==> config.mk <==
export PLATFORM = sky130hd
export DESIGN_NAME = mc_control
export DESIGN_NICKNAME = d
export VERILOG_FILES = /design/src/rtl/ctrl_pkg.sv /design/src/rtl/opcode_class.sv /design/src/rtl/mc_control.sv
export SDC_FILE = /design/constraint.sdc
export NUM_CORES = 1
export LEC_CHECK = 0
export ABC_AREA = 1
export CORE_ASPECT_RATIO = 1.75
export CORE_MARGIN = 4
export CORE_UTILIZATION = 52
export DETAILED_ROUTE_END_ITERATION = 12
export GPL_ROUTABILITY_DRIVEN = 0
export PLACE_DENSITY = 0.78
export SETUP_SLACK_MARGIN = 0.3
export SYNTH_ARGS = -nofsm -noshare
export SYNTH_HDL_FRONTEND = slang
export SYNTH_SLANG_ARGS = --single-unit
export TNS_END_PERCENT = 1
==> constraint.sdc <==
create_clock -name clk -period 1.8 [get_ports clk]
set_clock_uncertainty 0.1 [all_clocks]
set_input_delay 0.36 -clock clk [delete_from_list [all_inputs] [get_ports clk]]
set_output_delay 0.36 -clock clk [all_outputs]
set_load 0.01 [all_outputs]
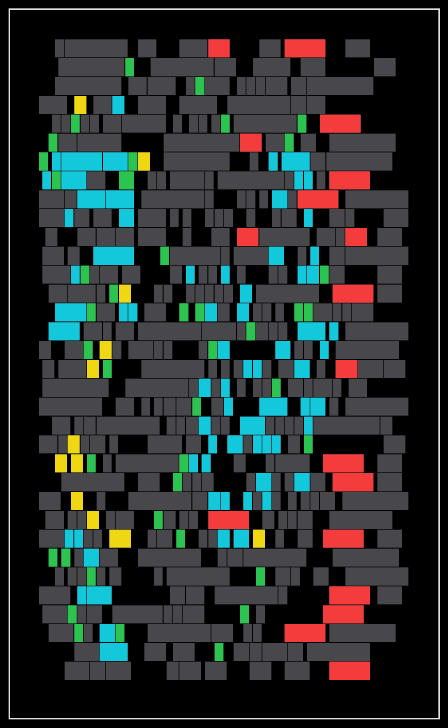
*Gate families picked out, run 1*
Key: aoi and oai cells = yellow [cells 12, most used o21ai_0]; nor cells = cyan [cells 70, most used nor2_1]; xor and xnor cells = red [cells 18, most used xnor2_2]; inv cells = green [cells 41, most used inv_1]
Top cell excl fill/tap: sky130_fd_sc_hd__nand2_1
multi-input gate share of total cell area: 0.434
Layout Cells excl Fill: 513

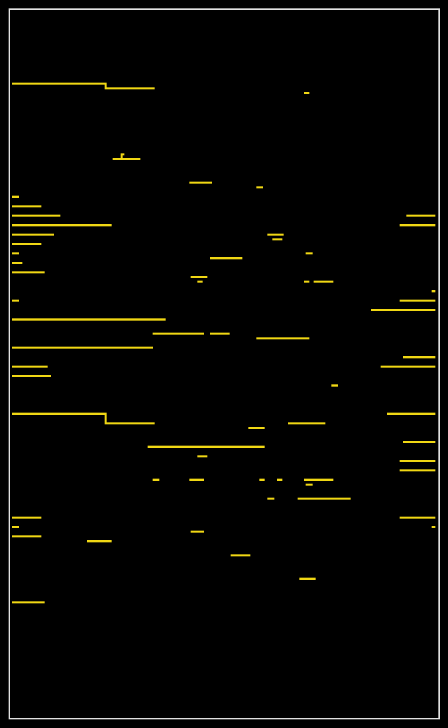
*M3 wires, run 1*
The longest straight run is 21.8 um. The wires run mostly horizontal. The layer holds 4.5% of the routed length. The layer carries 299 um of wire.
WL final: 6.69 mm
detailed-route via count: 2628
met3 track demand over resource in global routing: 0.0480

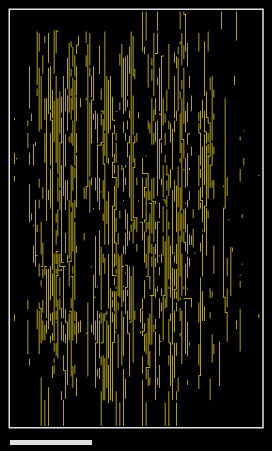
*M2 wires, run 1*
Scale bar: 20 um.
The longest straight run is 46.1 um. The layer holds 54% of the routed length.
grt met2 use: 0.426

==> GITHUB_STEP_SUMMARY <==
## Implementation flow summary

| Metric | Value |
|---|---|
| Critical path buffer and inverter count | `2` |
| Class of the tightest hold or removal check | `in2async` |
| Data arrival, critical path | `1.39 ns` |
| Post-synthesis chip area from yosys | `2630 um^2` |
| Seq/Total Area, Yosys | `0.372` |
| Maximum clock insertion buffer count | `2` |
| Maximum fanout encountered on the critical timing path | `5` |
| Number of flip-flops under the largest register name | `32` |
| Placeable core area | `4930 um^2` |
| Critical path type | `reg2out` |
| Maximum cell stage delay along the critical path | `0.47 ns` |
| Dpl cells | `502` |
| Max H-tree Level | `2` |
| Final-report max-slew violation count | `0` |
| First-pass DRT Iterations | `5` |
| Clk_lat worst skew | `0.29 ns` |
| Highest-delay cell along the critical path | `sky130_fd_sc_hd__dfrtp_2` |
| Die Area | `6300 um^2` |
| Reg-to-reg setup timing slack | `0 ns` |
| Clock slew at reported path FFs | `0.08 ns` |
| Period utilisation layout | `1.03` |
| Violated checks | `setup timing` |
| Worst setup EP type | `output pin` |
| Number of antenna violations at the first check in global routing | `0` |
| Post-route DRC violation count | `0` |
| Ports | `53` |
| Drt initial violations | `55` |
| Area of the mapped netlist | `2630 um^2` |
| Average wire per cell in the routed design | `13.0 um` |
| Input/output buffers | `52` |
| Distinct cell type count after synthesis | `29` |
| Launching element type of the critical path | `register` |
| Max-cap violations | `0` |
| Worst slew margin | `0.776` |
| Horizontal die dimension | `61.8 um` |
| Worst Path Required | `1.34 ns` |
| Leak | `1.81 nW` |
| Vertical extent of the die | `102 um` |
| Clock root cell | `sky130_fd_sc_hd__clkbuf_8` |
| Library cell occupying the most area in the post-synthesis netlist | `sky130_fd_sc_hd__dfrtp_1` |
| Synth area leaders | `sky130_fd_sc_hd__dfrtp_1, sky130_fd_sc_hd__nand2_1, sky130_fd_sc_hd__xnor2_2, sky130_fd_sc_hd__nor2_1, sky130_fd_sc_hd__inv_1` |
| Drt via density | `5.12` |
| Pin count of the biggest net entering global routing | `40` |
| Area growth from synthesis to final layout | `40.6%` |
| Cell-by-cell trace of the critical path | `inv_2 > nand3_4 > nor3_4 > nand2_2 > nand2_4 > buf_6` |
| Global router's overall resource usage | `0.235` |
| Count of fill cells added during filler insertion | `392` |
| Sum of internal, switching and leakage power | `0.00322 W` |
| Cell area power density | `871 nW/um^2` |
| Outcome | `finished with violations` |
| Ys cells | `371` |
| Worst path depth | `6` |
| Num CTS Buffers | `5` |
| Total number of warnings across the stage logs | `29` |
| Antenna diode count | `0` |
| Setup slack of the critical path after layout | `-0.0542 ns` |
| Final tally of setup violations | `5` |
| Synthesized flop and latch total | `39` |
| Share of layout cells above drive strength 1 | `0.294` |
| Worst path top cell family by delay | `flip-flops` |
| Post-route minimum period | `1.85 ns` |
| Unrepaired setup endpoints after global routing | `true` |
| Count of warnings emitted by yosys | `0` |
| Worst vdd ir | `1060 uV` |
| First-pass GRT wire length | `11.3 mm` |
| Depth of the worst register-to-register path | `9` |
| Number of standard cells after synthesis | `371` |
| Clock sink count | `39` |
| Area leader share | `0.362` |
| FP Core Util | `0.533` |
| Floorplan net count | `383` |
| Hold Fails Final Rpt | `0` |
| Detailed placer's ending HPWL | `5.22 mm` |
| Number of nets with antenna violations after detailed routing | `0` |
| Syn avg cell area | `7.09 um^2` |
## run 1: synth_stat cells, drive strengths merged
library cell and count:
a21o 1, a21oi 3, and3 1, buf 5, dfrtp 38, dfstp 1
ha 1, inv 41, nand2 156, nand3 18, nand3b 1, nand4 7
nor2 52, nor3 16, nor4 2, o21a 1, o21ai 9, xnor2 15
xor2 3
## run 1: tightest hold or removal path, cell delays in order
cell and delay (ns):
sky130_fd_sc_hd__clkdlybuf4s50_1 0.40, sky130_fd_sc_hd__inv_1 0.09, sky130_fd_sc_hd__buf_12 0.23
## run 1: through the flow
step	utilization	instance area [um^2]	hold WS [ns]	setup slack, ns
2_1_floorplan	-	2660	0.407	0.186
3_3_place_gp	0.700	3450	0.395	-0.190
3_5_place_dp	0.700	3450	0.404	-0.199
4_1_cts	0.727	3590	0.332	-0.0494
5_1_grt	0.749	3700	0.354	-0.0924
6_report	0.749	3700	0.325	-0.0542
## run 1: layer usage
metal  up-vias  track usage  routed length [um]
li1       1324            -                   -
met1      1203        0.231                2360
met2        72        0.426                3640
met3        29       0.0480                 299
met4         0        0.141                 392
met5         -            0                   0
## run 1: area by class of cell
class / instances / area [um^2] / share of cell area
clock inverter: 1 / 30.0 / 0.00812
inverter: 41 / 156 / 0.0423
multi-input combinational: 286 / 1600 / 0.434
sequential: 39 / 991 / 0.268
tap: 54 / 67.6 / 0.0183
clock buffer: 7 / 76.3 / 0.0206
timing repair buffer: 85 / 773 / 0.209
## run 1: what timing repair did
item / 4_1_cts / 5_1_grt
pin swaps: 8 / 9
hold buffers: 0 / 0
buffers inserted: 1 / 2
gates resized: 114 / 41
setup endpoints to repair: 77 / 66
## run 1: where the power goes
| group | leakage (nW) | internal [W] | switching (W) |
|---|---|---|---|
| clock network | 0.0524 | 0.000415 | 0.000299 |
| registers | 0.513 | 0.00100 | 0.000147 |
| logic | 1.24 | 0.000644 | 0.000714 |
| total | 1.81 | 0.00206 | 0.00116 |
## run 1: kinds of logic (layout without fill, tap and decap cells)
| logic type | Yosys count | after routing | share of synthesized area |
|---|---|---|---|
| flip-flops | 39 | 39 | 0.372 |
| adder cells (fa/ha/maj) | 1 | 1 | 0.00476 |
| AND-OR/OR-AND | 14 | 14 | 0.0285 |
| buffers and inverters | 46 | 134 | 0.0799 |
| AND/OR/NAND/NOR | 253 | 253 | 0.418 |
| XOR/XNOR | 18 | 18 | 0.0971 |
Power figures rest on the tool's default switching activity, not on a simulated workload.
